Fig. 1: run 1, where the registers sit
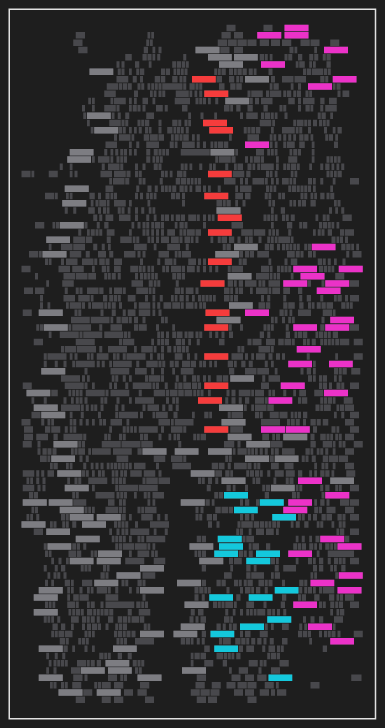
Fig. 2: run 1, cell classes on the final placement
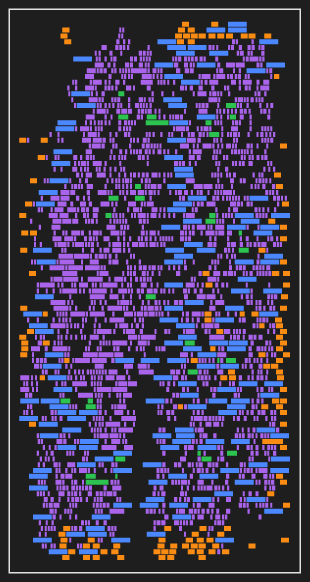
Fig. 3: run 1, routing congestion
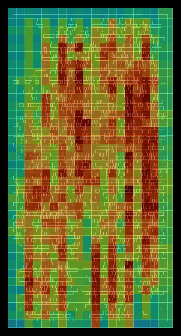
Fig. 4: run 1, drive-strength map
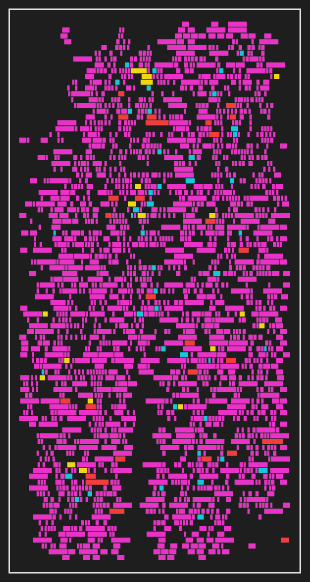
<file path="src/rtl/mult_eval_pkg.sv">
// Shared types, defaults and helpers for the approximate-multiplier error sweeper.
package mult_eval_pkg;

  localparam int unsigned WIDTH_DEF = 8;
  localparam int unsigned ACC_W_DEF = 40;

  typedef enum logic [1:0] {
    S_IDLE,
    S_RUN,
    S_DRAIN,
    S_DONE
  } state_e;

  // Unsigned error distance; callers size-cast the result to their product width.
  function automatic logic [63:0] abs_diff(input logic [63:0] exact,
                                           input logic [63:0] approx);
    return (exact >= approx) ? (exact - approx) : (approx - exact);
  endfunction

endpackage

</file>
<file path="src/rtl/mult8_error_sweeper_if.sv">
// Operand/product bus between the sweeper and the candidate multiplier under test.
interface mult8_error_sweeper_if
  import mult_eval_pkg::*;
#(
  parameter int unsigned WIDTH = WIDTH_DEF
) ();

  logic [WIDTH-1:0]   op_a;
  logic [WIDTH-1:0]   op_b;
  logic [2*WIDTH-1:0] approx_p;

  modport master (output op_a, output op_b, input approx_p);
  modport slave  (input op_a, input op_b, output approx_p);

endinterface

</file>
<file path="src/rtl/mult_err_accum.sv">
// S2/S3 datapath: error distance against the exact product, then saturating
// sum, running maximum and pair counters.
module mult_err_accum
  import mult_eval_pkg::*;
#(
  parameter int unsigned WIDTH = WIDTH_DEF,
  parameter int unsigned ACC_W = ACC_W_DEF
) (
  input  logic               clk,
  input  logic               rst_n,
  input  logic               clear_i,
  input  logic               flush_i,
  input  logic               valid_i,
  input  logic [WIDTH-1:0]   a_i,
  input  logic [WIDTH-1:0]   b_i,
  input  logic [2*WIDTH-1:0] p_i,
  output logic               valid_o,
  output logic [ACC_W-1:0]   sum_ed_o,
  output logic [2*WIDTH-1:0] max_ed_o,
  output logic [2*WIDTH:0]   err_count_o,
  output logic [2*WIDTH:0]   sample_count_o,
  output logic               sat_o
);

  localparam int unsigned PW  = 2 * WIDTH;
  localparam int unsigned AW1 = ACC_W + 1;

  logic [PW-1:0]    exact_w;
  logic [PW-1:0]    ed_w;
  logic             v2_q;
  logic [PW-1:0]    ed_q;
  logic [ACC_W-1:0] sum_q, sum_d;
  logic [PW-1:0]    max_q, max_d;
  logic [PW:0]      err_q, err_d;
  logic [PW:0]      smp_q, smp_d;
  logic             sat_q, sat_d;
  logic [ACC_W:0]   sum_ext;

  assign exact_w = PW'(a_i) * PW'(b_i);
  assign ed_w    = PW'(abs_diff(64'(exact_w), 64'(p_i)));

  // S2: only the distance is kept; the exact product is consumed here.
  always_ff @(posedge clk or negedge rst_n) begin
    if (!rst_n) begin
      v2_q <= 1'b0;
      ed_q <= '0;
    end else begin
      v2_q <= valid_i && !flush_i;
      if (valid_i) ed_q <= ed_w;
    end
  end

  // S3 next-state: clear on sweep start, otherwise fold in one valid sample.
  always_comb begin
    sum_d   = sum_q;
    max_d   = max_q;
    err_d   = err_q;
    smp_d   = smp_q;
    sat_d   = sat_q;
    sum_ext = {1'b0, sum_q} + AW1'(ed_q);
    if (clear_i) begin
      sum_d = '0;
      max_d = '0;
      err_d = '0;
      smp_d = '0;
      sat_d = 1'b0;
    end else if (v2_q && !flush_i) begin
      smp_d = smp_q + 1'b1;
      if (ed_q != '0) err_d = err_q + 1'b1;
      if (ed_q > max_q) max_d = ed_q;
      if (sum_ext[ACC_W]) begin
        sum_d = '1;
        sat_d = 1'b1;
      end else begin
        sum_d = sum_ext[ACC_W-1:0];
      end
    end
  end

  // S3 accumulator registers.
  always_ff @(posedge clk or negedge rst_n) begin
    if (!rst_n) begin
      sum_q <= '0;
      max_q <= '0;
      err_q <= '0;
      smp_q <= '0;
      sat_q <= 1'b0;
    end else begin
      sum_q <= sum_d;
      max_q <= max_d;
      err_q <= err_d;
      smp_q <= smp_d;
      sat_q <= sat_d;
    end
  end

  assign valid_o        = v2_q;
  assign sum_ed_o       = sum_q;
  assign max_ed_o       = max_q;
  assign err_count_o    = err_q;
  assign sample_count_o = smp_q;
  assign sat_o          = sat_q;

endmodule

</file>
<file path="src/rtl/mult8_error_sweeper.sv">
// Exhaustive operand sweep of one candidate multiplier with error-metric
// accumulation; results are final when done pulses.
module mult8_error_sweeper
  import mult_eval_pkg::*;
#(
  parameter int unsigned WIDTH = WIDTH_DEF,
  parameter int unsigned ACC_W = ACC_W_DEF
) (
  input  logic                         clk,
  input  logic                         rst_n,
  input  logic                         start_i,
  input  logic                         abort_i,
  mult8_error_sweeper_if.master        cand,
  output logic                         busy_o,
  output logic                         done_o,
  output logic [ACC_W-1:0]             sum_ed_o,
  output logic [2*WIDTH-1:0]           max_ed_o,
  output logic [2*WIDTH:0]             err_count_o,
  output logic [2*WIDTH:0]             sample_count_o,
  output logic                         sat_o
);

  localparam int unsigned PW = 2 * WIDTH;

  state_e           state_q, state_d;
  logic [PW-1:0]    cnt_q, cnt_d;
  logic             v1_q, v1_d;
  logic [WIDTH-1:0] a1_q, b1_q;
  logic [PW-1:0]    p1_q;
  logic             v2;
  logic             clear;
  logic             drained;

  assign drained = !v1_q && !v2;

  // Next state, issue counter and S1 valid; abort overrides everything.
  always_comb begin
    state_d = state_q;
    cnt_d   = cnt_q;
    clear   = 1'b0;
    v1_d    = 1'b0;
    case (state_q)
      S_IDLE, S_DONE: begin
        if (start_i) begin
          state_d = S_RUN;
          cnt_d   = '0;
          clear   = 1'b1;
        end
      end
      S_RUN: begin
        v1_d = 1'b1;
        if (cnt_q == '1) state_d = S_DRAIN;
        else             cnt_d   = cnt_q + 1'b1;
      end
      S_DRAIN: begin
        if (drained) state_d = S_DONE;
      end
      default: state_d = S_IDLE;
    endcase
    if (abort_i) begin
      state_d = S_IDLE;
      cnt_d   = '0;
      clear   = 1'b0;
      v1_d    = 1'b0;
    end
  end

  // State and issue-counter registers; the counter is the operand register.
  always_ff @(posedge clk or negedge rst_n) begin
    if (!rst_n) begin
      state_q <= S_IDLE;
      cnt_q   <= '0;
    end else begin
      state_q <= state_d;
      cnt_q   <= cnt_d;
    end
  end

  // S1 capture of the issued pair and the candidate's product.
  always_ff @(posedge clk or negedge rst_n) begin
    if (!rst_n) begin
      v1_q <= 1'b0;
      a1_q <= '0;
      b1_q <= '0;
      p1_q <= '0;
    end else begin
      v1_q <= v1_d;
      if (v1_d) begin
        a1_q <= cand.op_a;
        b1_q <= cand.op_b;
        p1_q <= cand.approx_p;
      end
    end
  end

  assign cand.op_a = cnt_q[PW-1:WIDTH];
  assign cand.op_b = cnt_q[WIDTH-1:0];

  mult_err_accum #(
    .WIDTH (WIDTH),
    .ACC_W (ACC_W)
  ) u_accum (
    .clk            (clk),
    .rst_n          (rst_n),
    .clear_i        (clear),
    .flush_i        (abort_i),
    .valid_i        (v1_q),
    .a_i            (a1_q),
    .b_i            (b1_q),
    .p_i            (p1_q),
    .valid_o        (v2),
    .sum_ed_o       (sum_ed_o),
    .max_ed_o       (max_ed_o),
    .err_count_o    (err_count_o),
    .sample_count_o (sample_count_o),
    .sat_o          (sat_o)
  );

  assign busy_o = (state_q == S_RUN) || (state_q == S_DRAIN);
  // Pulses in the last DRAIN cycle, once the final update has landed.
  assign done_o = (state_q == S_DRAIN) && drained && !abort_i;

endmodule

</file>
<file path="src/flat_wrapper.sv">
// flat-port wrapper written by rule: the top's interface ports become plain ports
module mult8_error_sweeper_flat import mult_eval_pkg::*;
#(
  parameter int unsigned WIDTH = WIDTH_DEF,
  parameter int unsigned ACC_W = ACC_W_DEF
)
  (clk, rst_n, start_i, abort_i, busy_o, done_o, sum_ed_o, max_ed_o, err_count_o, sample_count_o, sat_o, cand_op_a, cand_op_b, cand_approx_p);
  mult8_error_sweeper_if #(.WIDTH(WIDTH)) cand_i ();
  input  logic clk;
  input  logic rst_n;
  input  logic start_i;
  input  logic abort_i;
  output logic busy_o;
  output logic done_o;
  output logic [ACC_W-1:0] sum_ed_o;
  output logic [2*WIDTH-1:0] max_ed_o;
  output logic [2*WIDTH:0] err_count_o;
  output logic [2*WIDTH:0] sample_count_o;
  output logic sat_o;
  output wire logic [$bits(cand_i.op_a)-1:0] cand_op_a;
  output wire logic [$bits(cand_i.op_b)-1:0] cand_op_b;
  input wire logic [$bits(cand_i.approx_p)-1:0] cand_approx_p;
  assign cand_op_a = cand_i.op_a;
  assign cand_op_b = cand_i.op_b;
  assign cand_i.approx_p = cand_approx_p;
  mult8_error_sweeper #(.WIDTH(WIDTH), .ACC_W(ACC_W)) u_core (.clk(clk), .rst_n(rst_n), .start_i(start_i), .abort_i(abort_i), .cand(cand_i), .busy_o(busy_o), .done_o(done_o), .sum_ed_o(sum_ed_o), .max_ed_o(max_ed_o), .err_count_o(err_count_o), .sample_count_o(sample_count_o), .sat_o(sat_o));
endmodule
</file>
<file path="config.mk">
export PLATFORM = sky130hd
export DESIGN_NAME = mult8_error_sweeper_flat
export DESIGN_NICKNAME = d
export VERILOG_FILES = /design/src/rtl/mult_eval_pkg.sv /design/src/rtl/mult8_error_sweeper_if.sv /design/src/rtl/mult_err_accum.sv /design/src/rtl/mult8_error_sweeper.sv /design/src/flat_wrapper.sv
export SDC_FILE = /design/constraint.sdc
export NUM_CORES = 1
export LEC_CHECK = 0
export ABC_AREA = 1
export ABC_CLOCK_PERIOD_IN_PS = 7800
export CELL_PAD_IN_SITES_DETAIL_PLACEMENT = 0
export CELL_PAD_IN_SITES_GLOBAL_PLACEMENT = 1
export CORE_ASPECT_RATIO = 2
export CORE_MARGIN = 4
export CORE_UTILIZATION = 43
export CTS_BUF_LIST = sky130_fd_sc_hd__clkbuf_8
export DETAILED_ROUTE_END_ITERATION = 16
export GPL_ROUTABILITY_DRIVEN = 0
export MAX_ROUTING_LAYER = met4
export PLACE_DENSITY = 0.88
export SLEW_MARGIN = 20
export SYNTH_ARGS = -nofsm -noshare
export SYNTH_HDL_FRONTEND = slang
export SYNTH_HIERARCHICAL = 1
export SYNTH_SLANG_ARGS = --single-unit
</file>
<file path="constraint.sdc">
create_clock -name clk -period 7.8 [get_ports clk]
set_input_delay 1.56 -clock clk [delete_from_list [all_inputs] [get_ports clk]]
set_output_delay 1.56 -clock clk [all_outputs]
set_load 0.02 [all_outputs]
</file>
==> impl_metrics.env, run 1 <==
# flow metrics
export IMPL_outcome="finished clean"
export IMPL_rsz0062_at_grt="false"
export IMPL_setup_viol=0
export IMPL_synth_distinct_cells=57
export IMPL_grt_overflow_total=0
export IMPL_logic_gates=1513
export IMPL_hold_depth=2
export IMPL_fill_cells=3430
export IMPL_wl_met2_mm=24.5
export IMPL_clkPwrFrac_pct=16.3
export IMPL_top_layer_used="met4"
export IMPL_rows=93
export IMPL_critPathCaptureType="register"
export IMPL_share_seq_of_total_power_pct=31.1
export IMPL_yosys_area_top_type="dfrtp_1"
export IMPL_yosysSeqAreaShare_pct=28.3
export IMPL_adder_share_pct=14.9
export IMPL_regToRegStartpoint="u_core/a1_q[3]"
export IMPL_seq_cells=159
export IMPL_slew_viol_final=0
export IMPL_setup_ws_ns=1.71
export IMPL_hold_end="u_core/u_accum/sat_o"
export IMPL_fmax_ghz=0.164
export IMPL_async_reset_ff_share_pct=100
export IMPL_power_mw=3.92
export IMPL_cts_root_buf="clkbuf_8"
export IMPL_wl_met1_mm=14.8
export IMPL_top_cell_area_share_pct=28.3
export IMPL_syn_nets=2273
export IMPL_grt_max_degree=103
export IMPL_synth_edff_count=0
export IMPL_die_y_um=264
export IMPL_lay_top_cells="nand2_1, inv_1, nand3_1, dfrtp_1, clkdlybuf4s50_1"
export IMPL_drive_gt1_share_pct=4.03
export IMPL_synthSimpleGateAreaFrac_pct=35.5
export IMPL_syn_area_mm2=0.0141
export IMPL_switchingPower_mw=1.93
export IMPL_maxCapViolCount=0
export IMPL_seq_area_mm2=0.00398
export IMPL_logic_family="simple AND/OR/NAND/NOR gates"
export IMPL_pin_count=129
export IMPL_period_needed_ns=6.09
export IMPL_fin_cells=2638
export IMPL_crit_path_start="u_core/a1_q[3]"
export IMPL_warnings=44
export IMPL_crit_end="u_core/u_accum/ed_q[5]"
export IMPL_yosysMostFrequentCell="nand2_1"
export IMPL_design_area_mm2=0.0160
export IMPL_tap_cells=427
export IMPL_crit_buf_inv=4
export IMPL_min_delay_start="u_core/u_accum/sat_o"
export IMPL_switching_share_pct=49.1
export IMPL_htree_levels=4
export IMPL_final_common_cell="nand2_1"
export IMPL_path_delay_family="adder cells"
export IMPL_cts_buffers_inserted=17
export IMPL_p_int_mw=2.00
export IMPL_cpMaxStageDelayCell="dfrtp_1"
export IMPL_place_inst=2605
export IMPL_portBuffers=128
export IMPL_dp_hpwl_mm=35.2
export IMPL_sh_seq_area_pct=24.8
export IMPL_yosysWarnings=6
export IMPL_fp_dieW_um=136
export IMPL_routed_wl_mm=44.0
export IMPL_met3WireLength_mm=1.34
export IMPL_antenna_found_initial=1
export IMPL_ys_top_cells_by_count="nand2_1, inv_1, nand3_1, dfrtp_1"
export IMPL_grt_pass1_vias=13879
export IMPL_cts_clk_slew_worst_paths_ns=0.10
export IMPL_powerDensity_mw_per_mm2=245
export IMPL_ys_area_mm2=0.0141
export IMPL_clock_power_mw=0.641
export IMPL_max_stage_delay_ns=0.57
export IMPL_cp_common_cell="nand2_1"
export IMPL_ff2ff_path_depth=26
export IMPL_vias=13648
export IMPL_dp_slack_ns=1.79
export IMPL_ff_type="dfrtp_1"
export IMPL_cts_tree="yes"
export IMPL_drc=0
export IMPL_ys_cells=2109
export IMPL_routed_via_density=5.17
export IMPL_ir_worst_vdd_v=0.000154
export IMPL_hold_violations=0
export IMPL_slew_headroom_pct=32.2
export IMPL_reg2reg_to="u_core/u_accum/ed_q[5]"
export IMPL_core_area_mm2=0.0322
export IMPL_n_antenna_cell=1
export IMPL_buffers=137
export IMPL_post_route_period_util_pct=78.1
export IMPL_postCtsSetupBuffers=0
export IMPL_nonClkBufAreaFrac_pct=8.56
export IMPL_holdBufCountCts=0
export IMPL_final_nets=2362
export IMPL_cp_max_fo=15
export IMPL_ant_nets=0
export IMPL_ys_sh_aoi_pct=6.33
export IMPL_hold_ws_ns=0.495
export IMPL_critPathRequiredTime_ns=8.23
export IMPL_crit_type="reg -> reg"
export IMPL_power_leakage_nw=8.88
export IMPL_worstSetupStartpointType="register"
export IMPL_cp_depth=26
export IMPL_cp_arrival_ns=6.52
export IMPL_top_cells_by_area="dfrtp_1, nand2_1, inv_1"
export IMPL_grt_pass1_wl_mm=69.9
export IMPL_postSynthAreaPerCell_um2=6.67
export IMPL_synthMuxAreaShare_pct=0
export IMPL_comb_power_mw=2.06
export IMPL_skew_ns=0.0169
export IMPL_drt_iter0_drc=685
export IMPL_largest_class="combinational gates"
export IMPL_p_comb_share_pct=52.6
export IMPL_met1_usage_pct=23.2
export IMPL_worstSkewPairLatency_ns=0.50
export IMPL_clkCellAreaFrac_pct=2.41
export IMPL_power_group_top="combinational cells"
export IMPL_dpl_cell_area_mm2=0.0156
export IMPL_logic_area_mm2=0.00835
export IMPL_fin_tns_setup_ns=0
export IMPL_clock_buffers=18
export IMPL_cts_sinks=159
export IMPL_ys_ff=159
export IMPL_worstHoldPathType="reg -> reg"
export IMPL_syn_inst=2109
export IMPL_comb_area_share_pct=52.2
export IMPL_final_util_pct=49.7
export IMPL_worst_pin_slew_ns=1.02
export IMPL_drt_pre_antenna_iters=5
export IMPL_r2r_setup_slack_ns=1.71
export IMPL_synthXorXnorAreaFrac_pct=2.68
export IMPL_fp_utilization_pct=43.6
export IMPL_area_growth_pct=13.9
export IMPL_p_seq_mw=1.22
export IMPL_inverters=370
export IMPL_largest_reg_flops=40
-- Fig. 1 (at the start) --
Key: magenta = u_core/u_accum/sum_ed_o [sequential cells 40, where a vertical strip on the right]; red = u_core/u_accum/ed_q [sequential cells 16]; cyan = u_core/u_accum/err_count_o [sequential cells 17]

-- Fig. 2 (at the start) --
Key: blue = registers [cells 159]; purple = remaining logic cells [cells 1,883]; orange = remaining buffers and delay cells [cells 137]; green = clock drivers and dummy loads [cells 31]

-- Fig. 3 (at the start) --
routed len/inst: 16.7 um
Tot GR Track Use: 25.6%
Top Usage Layer GRT: met2
routing usage on met3: 2.53%
met2 Track Usage GR: 48.9%

-- Fig. 4 (at the start) --
Key: yellow = x3 and x4 [cells 18, share 0.81%]; cyan = x2 [cells 44, share 2.0%]; red = x6 and larger [cells 27, share 1.2%]; magenta = x1 and smaller [cells 2,121, share 96%]

==> inputs of run 2 (changes only) <==
--- a/config.mk
+++ b/config.mk
@@ -6,17 +6,17 @@
 export NUM_CORES = 1
 export LEC_CHECK = 0
 export ABC_AREA = 1
-export ABC_CLOCK_PERIOD_IN_PS = 7800
+export ABC_CLOCK_PERIOD_IN_PS = 5070
 export CELL_PAD_IN_SITES_DETAIL_PLACEMENT = 0
 export CELL_PAD_IN_SITES_GLOBAL_PLACEMENT = 1
 export CORE_ASPECT_RATIO = 2
 export CORE_MARGIN = 4
-export CORE_UTILIZATION = 43
+export CORE_UTILIZATION = 39
 export CTS_BUF_LIST = sky130_fd_sc_hd__clkbuf_8
 export DETAILED_ROUTE_END_ITERATION = 16
 export GPL_ROUTABILITY_DRIVEN = 0
 export MAX_ROUTING_LAYER = met4
-export PLACE_DENSITY = 0.88
+export PLACE_DENSITY = 0.84
 export SLEW_MARGIN = 20
 export SYNTH_ARGS = -nofsm -noshare
 export SYNTH_HDL_FRONTEND = slang
==> constraint.sdc (replaced) <==
create_clock -name clk -period 5.07 [get_ports clk]
set_input_delay 1.014 -clock clk [delete_from_list [all_inputs] [get_ports clk]]
set_output_delay 1.014 -clock clk [all_outputs]
set_load 0.02 [all_outputs]
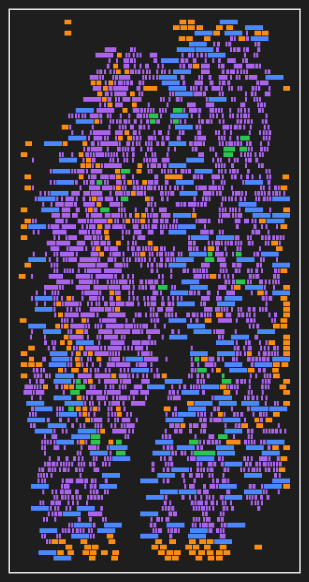
Fig. 5. Cell classes on the final placement (run 2).
Key: green = clock drivers and dummy loads [cells 32]; orange = remaining buffers and delay cells [cells 230]; purple = remaining logic cells [cells 1,884]; blue = registers [cells 159]

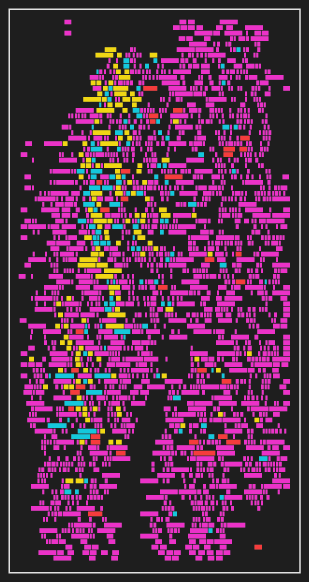
Fig. 6. Drive-strength map (run 2).
Key: yellow = x3 and x4 [cells 138, share 6.0%]; red = x6 and larger [cells 33, share 1.4%]; magenta = x1 and smaller [cells 2,020, share 88%]; cyan = x2 [cells 114, share 4.9%]

==> impl_metrics.env, run 2 <==
# flow metrics
export IMPL_grt_pass1_vias=14342
export IMPL_ys_ff=159
export IMPL_final_util_pct=48.4
export IMPL_synth_distinct_cells=57
export IMPL_setup_viol=15
export IMPL_tap_cells=450
export IMPL_cp_max_fo=7
export IMPL_p_int_mw=3.23
export IMPL_r2r_setup_slack_ns=-0.18
export IMPL_wl_met2_mm=26.7
export IMPL_yosysMostFrequentCell="nand2_1"
export IMPL_fin_tns_setup_ns=-2.32
export IMPL_drt_iter0_drc=644
export IMPL_largest_class="combinational gates"
export IMPL_critPathCaptureType="register"
export IMPL_worstSkewPairLatency_ns=0.51
export IMPL_fp_utilization_pct=39.4
export IMPL_adder_share_pct=14.9
export IMPL_rows=98
export IMPL_setup_ws_ns=-0.179
export IMPL_ys_area_mm2=0.0141
export IMPL_top_usage_layer="met2"
export IMPL_synthXorXnorAreaFrac_pct=2.68
export IMPL_switchingPower_mw=3.15
export IMPL_fin_cells=2756
export IMPL_routed_via_density=5.13
export IMPL_comb_power_mw=3.51
export IMPL_cts_clk_slew_worst_paths_ns=0.10
export IMPL_syn_inst=2109
export IMPL_logic_family="simple AND/OR/NAND/NOR gates"
export IMPL_cts_buffers_inserted=17
export IMPL_core_area_mm2=0.0357
export IMPL_wl_met1_mm=15.3
export IMPL_antenna_found_initial=1
export IMPL_top_cells_by_area="dfrtp_1, nand2_1, inv_1"
export IMPL_holdBufCountCts=0
export IMPL_switching_share_pct=49.4
export IMPL_hold_ws_ns=0.492
export IMPL_cts_tree="yes"
export IMPL_period_needed_ns=5.25
export IMPL_vias=14144
export IMPL_dp_slack_ns=-0.395
export IMPL_ir_worst_vdd_v=0.000259
export IMPL_drc=0
export IMPL_critPathRequiredTime_ns=5.46
export IMPL_power_mw=6.38
export IMPL_slew_headroom_pct=49.4
export IMPL_top_cell_area_share_pct=28.3
export IMPL_warnings=46
export IMPL_grt_pass1_wl_mm=73.3
export IMPL_nonClkBufAreaFrac_pct=12.1
export IMPL_logic_gates=1514
export IMPL_crit_buf_inv=6
export IMPL_syn_nets=2273
export IMPL_violations="setup timing"
export IMPL_regToRegStartpoint="u_core/b1_q[7]"
export IMPL_power_leakage_nw=9.40
export IMPL_met1_usage_pct=21.8
export IMPL_crit_path_start="u_core/b1_q[7]"
export IMPL_cp_common_cell="nand2_1"
export IMPL_p_seq_mw=1.87
export IMPL_grt_max_degree=93
export IMPL_fmax_ghz=0.191
export IMPL_grt_overflow_total=0
export IMPL_clock_power_mw=1.00
export IMPL_yosysWarnings=6
export IMPL_inverters=370
export IMPL_post_route_period_util_pct=104
export IMPL_ys_top_cells_by_count="nand2_1, inv_1, nand3_1, dfrtp_1"
export IMPL_yosys_area_top_type="dfrtp_1"
export IMPL_synth_edff_count=0
export IMPL_maxCapViolCount=0
export IMPL_grt_met2_usage_pct=47.4
export IMPL_place_inst=2701
export IMPL_ff_type="dfrtp_1"
export IMPL_track_usage_pct=24.3
export IMPL_drive_gt1_share_pct=12.4
export IMPL_postSynthAreaPerCell_um2=6.67
export IMPL_cts_sinks=159
export IMPL_met3WireLength_mm=1.46
export IMPL_n_antenna_cell=1
export IMPL_ys_sh_aoi_pct=6.33
export IMPL_rsz0062_at_grt="true"
export IMPL_p_comb_share_pct=54.9
export IMPL_buffers=230
export IMPL_dpl_cell_area_mm2=0.0163
export IMPL_lay_top_cells="nand2_1, inv_1, nand3_1, dfrtp_1, clkdlybuf4s50_1"
export IMPL_top_layer_used="met4"
export IMPL_crit_type="reg -> reg"
export IMPL_drt_pre_antenna_iters=5
export IMPL_clkPwrFrac_pct=15.7
export IMPL_synthMuxAreaShare_pct=0
export IMPL_cts_root_buf="clkbuf_8"
export IMPL_sh_seq_area_pct=23.1
export IMPL_slew_viol_final=0
export IMPL_ys_cells=2109
export IMPL_fp_dieW_um=142
export IMPL_final_common_cell="nand2_1"
export IMPL_worstSetupStartpointType="register"
export IMPL_power_group_top="combinational cells"
export IMPL_path_delay_family="adder cells"
export IMPL_clock_buffers=18
export IMPL_reg2reg_to="u_core/u_accum/ed_q[15]"
export IMPL_syn_area_mm2=0.0141
export IMPL_cp_depth=25
export IMPL_ff2ff_path_depth=25
export IMPL_logic_area_mm2=0.00885
export IMPL_seq_area_mm2=0.00399
export IMPL_crit_end="u_core/u_accum/ed_q[15]"
export IMPL_yosysSeqAreaShare_pct=28.3
export IMPL_powerDensity_mw_per_mm2=369
export IMPL_skew_ns=0.0185
export IMPL_outcome="finished, violations left"
export IMPL_worst_pin_slew_ns=0.758
export IMPL_design_area_mm2=0.0173
export IMPL_cpMaxStageDelayCell="fa_1"
export IMPL_worstHoldPathType="in -> async"
export IMPL_comb_area_share_pct=51.2
export IMPL_synthSimpleGateAreaFrac_pct=35.5
export IMPL_grtUsageMet3_pct=2.87
export IMPL_area_growth_pct=22.9
export IMPL_fill_cells=3585
export IMPL_clkCellAreaFrac_pct=2.29
export IMPL_routed_wl_mm=46.3
export IMPL_share_seq_of_total_power_pct=29.3
export IMPL_postCtsSetupBuffers=6
export IMPL_avgRoutedWirePerCell_um=16.8
export IMPL_die_y_um=277
export IMPL_htree_levels=4
export IMPL_seq_cells=159
export IMPL_hold_violations=0
==> inputs of run 3 (changes only) <==
--- a/config.mk
+++ b/config.mk
@@ -17,6 +17,7 @@
 export GPL_ROUTABILITY_DRIVEN = 0
 export MAX_ROUTING_LAYER = met4
 export PLACE_DENSITY = 0.84
+export RECOVER_POWER = 100
 export SLEW_MARGIN = 20
 export SYNTH_ARGS = -nofsm -noshare
 export SYNTH_HDL_FRONTEND = slang
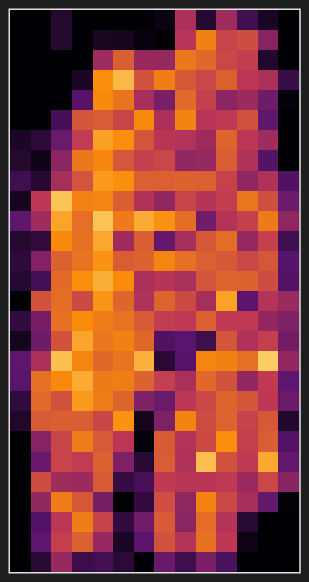
Fig. 7. Cell area per tile (run 3).
14 x 28 tiles, from black (low) to pale yellow (high), 0 to 100% covered.
6.9% of the tiles are over 75% full. The fullest tile reaches 89%. The densest ninth of the die: center. 13% of the tiles are nearly empty.
Initial Util: 39.4%
Core ar.: 0.0357 mm2
final core utilization: 48.4%

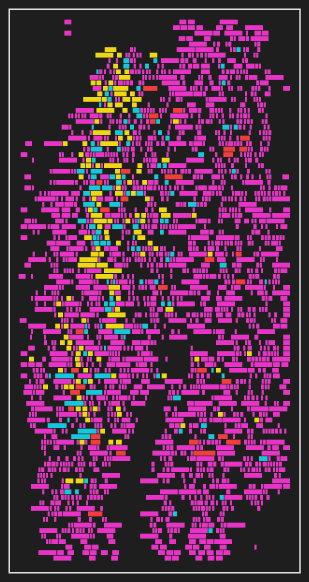
Fig. 8. Drive-strength map (run 3).
Key: magenta = x1 and smaller [cells 2,021, share 88%]; red = x6 and larger [cells 32, share 1.4%]; cyan = x2 [cells 114, share 4.9%]; yellow = x3 and x4 [cells 138, share 6.0%]
finished layout cell area: 0.0173 mm2
final setup margin: -0.179 ns
Buffers excl. clock: 230

==> impl_metrics.env, run 3 <==
# flow metrics
export IMPL_skew_ns=0.0185
export IMPL_yosysSeqAreaShare_pct=28.3
export IMPL_worstSetupStartpointType="register"
export IMPL_fmax_ghz=0.191
export IMPL_syn_nets=2273
export IMPL_grt_max_degree=93
export IMPL_critPathRequiredTime_ns=5.46
export IMPL_worst_pin_slew_ns=3.89
export IMPL_p_seq_mw=1.87
export IMPL_clock_buffers=18
export IMPL_maxCapViolCount=1
export IMPL_largest_class="combinational gates"
export IMPL_grt_pass1_vias=14342
export IMPL_cts_max_path_buffers=2
export IMPL_nonClkBufAreaFrac_pct=12.1
export IMPL_max_stage_delay_ns=0.57
export IMPL_synthSimpleGateAreaFrac_pct=35.5
export IMPL_min_delay_start="u_core/u_accum/sat_o"
export IMPL_synthMuxAreaShare_pct=0
export IMPL_crit_buf_inv=6
export IMPL_ys_area_mm2=0.0141
export IMPL_hold_ws_ns=0.492
export IMPL_ff_type="dfrtp_1"
export IMPL_synth_distinct_cells=57
export IMPL_wl_met2_mm=26.7
export IMPL_power_mw=6.38
export IMPL_dpl_cell_area_mm2=0.0163
export IMPL_syn_inst=2109
export IMPL_ys_ff=159
export IMPL_slew_headroom_pct=-159
export IMPL_switchingPower_mw=3.15
export IMPL_cp_max_fo=7
export IMPL_outcome="finished, violations left"
export IMPL_setup_viol=15
export IMPL_switching_share_pct=49.4
export IMPL_setup_ws_ns=-0.179
export IMPL_antenna_found_initial=1
export IMPL_r2r_setup_slack_ns=-0.18
export IMPL_period_needed_ns=5.25
export IMPL_yosys_area_top_type="dfrtp_1"
export IMPL_place_inst=2701
export IMPL_pin_count=129
export IMPL_inverters=370
export IMPL_vias=14150
export IMPL_logic_area_mm2=0.00885
export IMPL_async_reset_ff_share_pct=100
export IMPL_cts_tree="yes"
export IMPL_logic_gates=1514
export IMPL_p_comb_share_pct=54.9
export IMPL_grt_met2_usage_pct=47.4
export IMPL_adder_share_pct=14.9
export IMPL_ys_top_cells_by_count="nand2_1, inv_1, nand3_1, dfrtp_1"
export IMPL_hold_end="u_core/u_accum/sat_o"
export IMPL_ys_cells=2109
export IMPL_clkPwrFrac_pct=15.7
export IMPL_portBuffers=128
export IMPL_hold_depth=2
export IMPL_fill_cells=3587
export IMPL_met3WireLength_mm=1.47
export IMPL_synth_edff_count=0
export IMPL_drt_iter0_drc=644
export IMPL_grt_overflow_total=0
export IMPL_htree_levels=4
export IMPL_syn_area_mm2=0.0141
export IMPL_grt_pass1_wl_mm=73.3
export IMPL_top_layer_used="met4"
export IMPL_dp_hpwl_mm=36.5
export IMPL_postSynthAreaPerCell_um2=6.67
export IMPL_fin_cells=2756
export IMPL_drive_gt1_share_pct=12.3
export IMPL_crit_type="reg -> reg"
export IMPL_worstSkewPairLatency_ns=0.51
export IMPL_routed_via_density=5.13
export IMPL_fp_dieW_um=142
export IMPL_synthXorXnorAreaFrac_pct=2.68
export IMPL_warnings=46
export IMPL_largest_reg_flops=40
export IMPL_ant_nets=0
export IMPL_ff2ff_path_depth=25
export IMPL_rows=98
export IMPL_n_antenna_cell=1
export IMPL_avgRoutedWirePerCell_um=16.8
export IMPL_powerDensity_mw_per_mm2=370
export IMPL_post_route_period_util_pct=104
export IMPL_drc=0
export IMPL_comb_power_mw=3.51
export IMPL_cp_common_cell="nand2_1"
export IMPL_yosysWarnings=6
export IMPL_seq_area_mm2=0.00399
export IMPL_path_delay_family="adder cells"
export IMPL_dp_slack_ns=-0.395
export IMPL_ir_worst_vdd_v=0.000259
export IMPL_comb_area_share_pct=51.2
export IMPL_violations="capacitance limit, slew limit, setup timing"
export IMPL_die_y_um=277
export IMPL_clkCellAreaFrac_pct=2.30
export IMPL_share_seq_of_total_power_pct=29.3
export IMPL_wl_met1_mm=15.3
export IMPL_worstHoldPathType="reg -> reg"
export IMPL_holdBufCountCts=0
export IMPL_seq_cells=159
export IMPL_lay_top_cells="nand2_1, inv_1, nand3_1, dfrtp_1, clkdlybuf4s50_1"
export IMPL_final_common_cell="nand2_1"
export IMPL_top_cells_by_area="dfrtp_1, nand2_1, inv_1"
export IMPL_logic_family="simple AND/OR/NAND/NOR gates"
export IMPL_slew_viol_final=68
export IMPL_drt_pre_antenna_iters=5
export IMPL_critPathCaptureType="register"
export IMPL_routed_wl_mm=46.3
export IMPL_cpMaxStageDelayCell="fa_1"
export IMPL_power_leakage_nw=9.39
export IMPL_cts_root_buf="clkbuf_8"
export IMPL_met1_usage_pct=21.8
export IMPL_p_int_mw=3.23
export IMPL_fin_tns_setup_ns=-2.32
export IMPL_final_nets=2456
export IMPL_crit_path_start="u_core/b1_q[7]"
